==> images/gates.png <==
(2 px per micron)
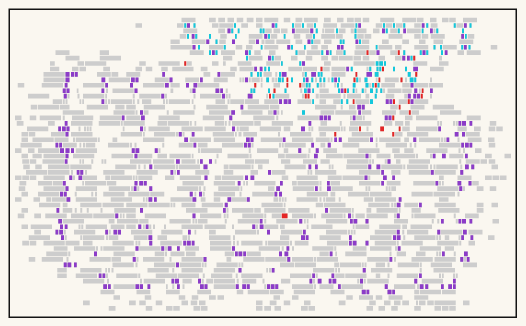
==> images/route_heat.png <==
(2 px per micron) The die is cut into 25 by 15 equal tiles; white is low, dark blue is high, scaled to the fullest tile. Values are wire area over tile area, all layers added.
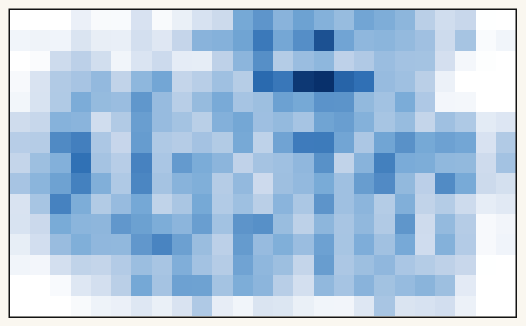
==> images/congestion_map.png <==
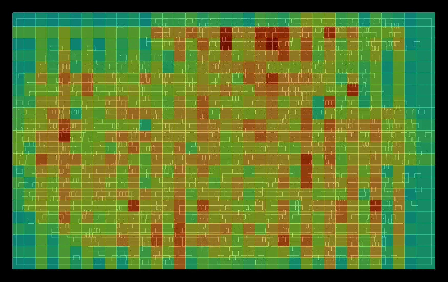
### config.mk
export PLATFORM = sky130hd
export DESIGN_NAME = wb_req_master_flat
export DESIGN_NICKNAME = d
export VERILOG_FILES = /design/src/rtl/wb_req_master_if.sv /design/src/rtl/wb_req_master.sv /design/src/flat_wrapper.sv
export SDC_FILE = /design/constraint.sdc
export NUM_CORES = 1
export LEC_CHECK = 0
export ABC_AREA = 1
export CAP_MARGIN = 25
export CORE_ASPECT_RATIO = 0.6
export CORE_MARGIN = 2
export CORE_UTILIZATION = 40
export CTS_BUF_LIST = sky130_fd_sc_hd__clkbuf_4 sky130_fd_sc_hd__clkbuf_8
export CTS_CLUSTER_DIAMETER = 200
export DETAILED_ROUTE_END_ITERATION = 8
export PLACE_DENSITY = 0.59
export SETUP_SLACK_MARGIN = 0.5
export SLEW_MARGIN = 40
export SYNTH_ARGS = -nofsm -noshare
export SYNTH_HDL_FRONTEND = slang
export SYNTH_SLANG_ARGS = --single-unit
### constraint.sdc
create_clock -name clk -period 12.1 [get_ports clk]
set_input_delay 2.42 -clock clk [delete_from_list [all_inputs] [get_ports clk]]
set_output_delay 2.42 -clock clk [all_outputs]
set_load 0.02 [all_outputs]
### src/rtl/wb_req_master_if.sv
// Request/response and Wishbone signal bundle for wb_req_master.
// The master modport is the initiator's view; slave is the view of whatever drives it
// (request producer, response consumer and the Wishbone target together).
interface wb_req_master_if #(
  parameter int unsigned AW = 32,
  parameter int unsigned DW = 32
);
  localparam int unsigned SW = DW / 8;

  // Request port
  logic          req_valid;
  logic          req_ready;
  logic          req_we;
  logic [AW-1:0] req_addr;
  logic [DW-1:0] req_wdata;
  logic [SW-1:0] req_sel;

  // Response port
  logic          rsp_valid;
  logic          rsp_ready;
  logic [DW-1:0] rsp_rdata;
  logic          rsp_err;

  // Wishbone master port
  logic          wb_cyc_o;
  logic          wb_stb_o;
  logic          wb_we_o;
  logic [AW-1:0] wb_addr_o;
  logic [DW-1:0] wb_wdata_o;
  logic [SW-1:0] wb_sel_o;
  logic [DW-1:0] wb_rdata_i;
  logic          wb_ack_i;

  modport master (
    input  req_valid, req_we, req_addr, req_wdata, req_sel,
    output req_ready,
    output rsp_valid, rsp_rdata, rsp_err,
    input  rsp_ready,
    output wb_cyc_o, wb_stb_o, wb_we_o, wb_addr_o, wb_wdata_o, wb_sel_o,
    input  wb_rdata_i, wb_ack_i
  );

  modport slave (
    output req_valid, req_we, req_addr, req_wdata, req_sel,
    input  req_ready,
    input  rsp_valid, rsp_rdata, rsp_err,
    output rsp_ready,
    input  wb_cyc_o, wb_stb_o, wb_we_o, wb_addr_o, wb_wdata_o, wb_sel_o,
    output wb_rdata_i, wb_ack_i
  );
endinterface

### src/rtl/wb_req_master.sv
// Wishbone classic-cycle initiator: queues requests in a small FIFO, runs them one at a
// time on the Wishbone port with an ack timeout, and returns one response per request.
module wb_req_master #(
  parameter int unsigned AW      = 32,
  parameter int unsigned DW      = 32,
  parameter int unsigned DEPTH   = 4,
  parameter int unsigned TIMEOUT = 255
) (
  input  logic             clk,
  input  logic             rst,
  wb_req_master_if.master  bus,
  output logic             busy_o
);

  localparam int unsigned SW = DW / 8;
  localparam int unsigned PW = $clog2(DEPTH);
  localparam int unsigned CW = 10;
  localparam int unsigned EW = 1 + AW + DW + SW;

  localparam logic [PW-1:0] PtrOne      = PW'(1);
  localparam logic [PW:0]   CountOne    = (PW + 1)'(1);
  localparam logic [PW:0]   CountFull   = (PW + 1)'(DEPTH);
  localparam logic [CW-1:0] TimeoutLast = CW'(TIMEOUT - 1);
  localparam logic [CW-1:0] CntOne      = CW'(1);

  localparam logic [1:0] StIdle = 2'd0;
  localparam logic [1:0] StBus  = 2'd1;
  localparam logic [1:0] StResp = 2'd2;

  // Request FIFO state
  logic [EW-1:0] r_mem [DEPTH];
  logic [PW-1:0] r_wptr;
  logic [PW-1:0] r_rptr;
  logic [PW:0]   r_count;
  // Holds req_ready low through reset and for the first edge after it
  logic          r_ready_en;

  // Transfer FSM state and registered bus/response fields
  logic [1:0]    r_state;
  logic [CW-1:0] r_cnt;
  logic          r_cyc;
  logic          r_we;
  logic [AW-1:0] r_addr;
  logic [DW-1:0] r_wdata;
  logic [SW-1:0] r_sel;
  logic [DW-1:0] r_rdata;
  logic          r_err;

  logic          w_full;
  logic          w_empty;
  logic          w_push;
  logic          w_pop;
  logic [EW-1:0] w_head;
  logic [EW-1:0] w_entry;

  assign w_full  = (r_count == CountFull);
  assign w_empty = (r_count == '0);
  assign w_push  = bus.req_valid && bus.req_ready;
  // Pop only from IDLE, so a new entry is never taken while a response is pending
  assign w_pop   = (r_state == StIdle) && !w_empty;
  assign w_head  = r_mem[r_rptr];
  assign w_entry = {bus.req_we, bus.req_addr, bus.req_wdata, bus.req_sel};

  // FIFO storage write; contents need no reset since occupancy gates every read
  always_ff @(posedge clk) begin
    if (w_push) begin
      r_mem[r_wptr] <= w_entry;
    end
  end

  // FIFO pointers and occupancy count
  always_ff @(posedge clk) begin
    if (!rst) begin
      r_wptr     <= '0;
      r_rptr     <= '0;
      r_count    <= '0;
      r_ready_en <= 1'b0;
    end else begin
      r_ready_en <= 1'b1;
      if (w_push) begin
        r_wptr <= r_wptr + PtrOne;
      end
      if (w_pop) begin
        r_rptr <= r_rptr + PtrOne;
      end
      unique case ({w_push, w_pop})
        2'b10:   r_count <= r_count + CountOne;
        2'b01:   r_count <= r_count - CountOne;
        default: r_count <= r_count;
      endcase
    end
  end

  // Transfer FSM: IDLE pops a request, BUS waits for ack or timeout, RESP waits for rsp_ready
  always_ff @(posedge clk) begin
    if (!rst) begin
      r_state <= StIdle;
      r_cnt   <= '0;
      r_cyc   <= 1'b0;
      r_we    <= 1'b0;
      r_addr  <= '0;
      r_wdata <= '0;
      r_sel   <= '0;
      r_rdata <= '0;
      r_err   <= 1'b0;
    end else begin
      unique case (r_state)
        StIdle: begin
          if (w_pop) begin
            {r_we, r_addr, r_wdata, r_sel} <= w_head;
            r_cyc   <= 1'b1;
            r_cnt   <= '0;
            r_state <= StBus;
          end
        end
        StBus: begin
          // Ack wins over a timeout landing in the same cycle
          if (bus.wb_ack_i) begin
            r_rdata <= r_we ? '0 : bus.wb_rdata_i;
            r_err   <= 1'b0;
            r_cyc   <= 1'b0;
            r_state <= StResp;
          end else if (r_cnt == TimeoutLast) begin
            r_rdata <= '0;
            r_err   <= 1'b1;
            r_cyc   <= 1'b0;
            r_state <= StResp;
          end else begin
            r_cnt <= r_cnt + CntOne;
          end
        end
        StResp: begin
          if (bus.rsp_ready) begin
            r_state <= StIdle;
          end
        end
        default: begin
          r_state <= StIdle;
          r_cyc   <= 1'b0;
        end
      endcase
    end
  end

  assign bus.req_ready  = r_ready_en && !w_full;
  assign bus.rsp_valid  = (r_state == StResp);
  assign bus.rsp_rdata  = r_rdata;
  assign bus.rsp_err    = r_err;
  assign bus.wb_cyc_o   = r_cyc;
  assign bus.wb_stb_o   = r_cyc;
  assign bus.wb_we_o    = r_we;
  assign bus.wb_addr_o  = r_addr;
  assign bus.wb_wdata_o = r_wdata;
  assign bus.wb_sel_o   = r_sel;
  assign busy_o         = !w_empty || (r_state != StIdle);

endmodule
### src/flat_wrapper.sv
// flat-port wrapper written by rule: the top's interface ports become plain ports
module wb_req_master_flat 
#(
  parameter int unsigned AW      = 32,
  parameter int unsigned DW      = 32,
  parameter int unsigned DEPTH   = 4,
  parameter int unsigned TIMEOUT = 255
)
  (clk, rst, busy_o, bus_req_valid, bus_req_we, bus_req_addr, bus_req_wdata, bus_req_sel, bus_req_ready, bus_rsp_valid, bus_rsp_rdata, bus_rsp_err, bus_rsp_ready, bus_wb_cyc_o, bus_wb_stb_o, bus_wb_we_o, bus_wb_addr_o, bus_wb_wdata_o, bus_wb_sel_o, bus_wb_rdata_i, bus_wb_ack_i);
  wb_req_master_if #(.AW(AW), .DW(DW)) bus_i ();
  input  logic clk;
  input  logic rst;
  output logic busy_o;
  input wire logic [$bits(bus_i.req_valid)-1:0] bus_req_valid;
  input wire logic [$bits(bus_i.req_we)-1:0] bus_req_we;
  input wire logic [$bits(bus_i.req_addr)-1:0] bus_req_addr;
  input wire logic [$bits(bus_i.req_wdata)-1:0] bus_req_wdata;
  input wire logic [$bits(bus_i.req_sel)-1:0] bus_req_sel;
  output wire logic [$bits(bus_i.req_ready)-1:0] bus_req_ready;
  output wire logic [$bits(bus_i.rsp_valid)-1:0] bus_rsp_valid;
  output wire logic [$bits(bus_i.rsp_rdata)-1:0] bus_rsp_rdata;
  output wire logic [$bits(bus_i.rsp_err)-1:0] bus_rsp_err;
  input wire logic [$bits(bus_i.rsp_ready)-1:0] bus_rsp_ready;
  output wire logic [$bits(bus_i.wb_cyc_o)-1:0] bus_wb_cyc_o;
  output wire logic [$bits(bus_i.wb_stb_o)-1:0] bus_wb_stb_o;
  output wire logic [$bits(bus_i.wb_we_o)-1:0] bus_wb_we_o;
  output wire logic [$bits(bus_i.wb_addr_o)-1:0] bus_wb_addr_o;
  output wire logic [$bits(bus_i.wb_wdata_o)-1:0] bus_wb_wdata_o;
  output wire logic [$bits(bus_i.wb_sel_o)-1:0] bus_wb_sel_o;
  input wire logic [$bits(bus_i.wb_rdata_i)-1:0] bus_wb_rdata_i;
  input wire logic [$bits(bus_i.wb_ack_i)-1:0] bus_wb_ack_i;
  assign bus_i.req_valid = bus_req_valid;
  assign bus_i.req_we = bus_req_we;
  assign bus_i.req_addr = bus_req_addr;
  assign bus_i.req_wdata = bus_req_wdata;
  assign bus_i.req_sel = bus_req_sel;
  assign bus_req_ready = bus_i.req_ready;
  assign bus_rsp_valid = bus_i.rsp_valid;
  assign bus_rsp_rdata = bus_i.rsp_rdata;
  assign bus_rsp_err = bus_i.rsp_err;
  assign bus_i.rsp_ready = bus_rsp_ready;
  assign bus_wb_cyc_o = bus_i.wb_cyc_o;
  assign bus_wb_stb_o = bus_i.wb_stb_o;
  assign bus_wb_we_o = bus_i.wb_we_o;
  assign bus_wb_addr_o = bus_i.wb_addr_o;
  assign bus_wb_wdata_o = bus_i.wb_wdata_o;
  assign bus_wb_sel_o = bus_i.wb_sel_o;
  assign bus_i.wb_rdata_i = bus_wb_rdata_i;
  assign bus_i.wb_ack_i = bus_wb_ack_i;
  wb_req_master #(.AW(AW), .DW(DW), .DEPTH(DEPTH), .TIMEOUT(TIMEOUT)) u_core (.clk(clk), .rst(rst), .bus(bus_i), .busy_o(busy_o));
endmodule
==> results.yml <==
# physical design summary
place:
  hpwl_mm: 20.9
  place_ws_ns: 6.95
  port-buffer-count: 212
yosys:
  floorplan.nets: 1418
  adder_share: 0.00725
  xor_area_frac: 0
  mux_share: 0
clock_tree:
  post_cts_resized: 0
  cts_tree: "built"
  cts.path.max_buffers: 3
critical_path:
  r2r_slack_ns: 9.07
  path_buffers: 2
  worst-path-stages: 4
  crit_start: "bus_req_valid"
  path_cells: "clkdlybuf4s50_1, nand2_1, nor2_4, buf_4"
  worst_r2r_startpoint: "u_core.r_count[1]"
  worst-setup-path-type: "in -> reg"
  slowest_stage: "nor2_4"
  rr_worst_depth: 5
  max_stage_delay_ns: 0.74
routing:
  wl_met1_mm: 17.4
  wl_mm: 36.8
  drc: 0
  drt_iter0_drc: 864
  first_pass_iters: 7
pwr:
  power_frac_seq: 0.414
  power.leakage_nw: 6.39
  p_per_area_nw_per_um2: 235
  power_w: 0.00439
  power_frac_comb: 0.314
  p_switching_w: 0.00155
  maxPowerGroup: "sequential cells"
  p_comb_w: 0.00138
  powerSeq_w: 0.00182
  swShare: 0.353
cells_and_area:
  top_register: "u_core.r_mem"
  diodes: 0
  seq_area_sq_um: 10800
  clock_area_frac: 0.0705
  most-common-layout-cells: "306 x nor2_1, 276 x edfxtp_1, 212 x o21ai_0"
  fill_cells: 3167
floorplanning:
  nWellTaps: 476
global_routing:
  top_usage_layer: "met2"
  use_met3: 0.0344
  grtUsageTotal: 0.187
  grt_pass1_vias: 9853
hold_path:
  min_to: "u_core.bus.rsp_rdata[31]"
outcome:
  status: "complete, no violations"
sta:
  setup_viol: 0
  rsz0062_at_grt: "false"
About gates.png:
[cyan] nand cells | cells: 128
[red] inv cells | cells: 35
[purple] aoi and oai cells | cells: 337 | where: spread over the die
Commonest Layout Cell: nor2_1
final cell count without fillers: 2038
combinational share of cell area: 0.194

About route_heat.png:
nearly empty tiles: 6.4%
emptiest ninth of the die: upper left
tiles over half the peak: 19%
mean over tiles: 0.15
fullest tile: 0.44

About congestion_map.png:
DR WL/cell: 18.0 microns
GR Layer Usage met2: 0.287

Power is estimated from default activity; no workload was simulated.
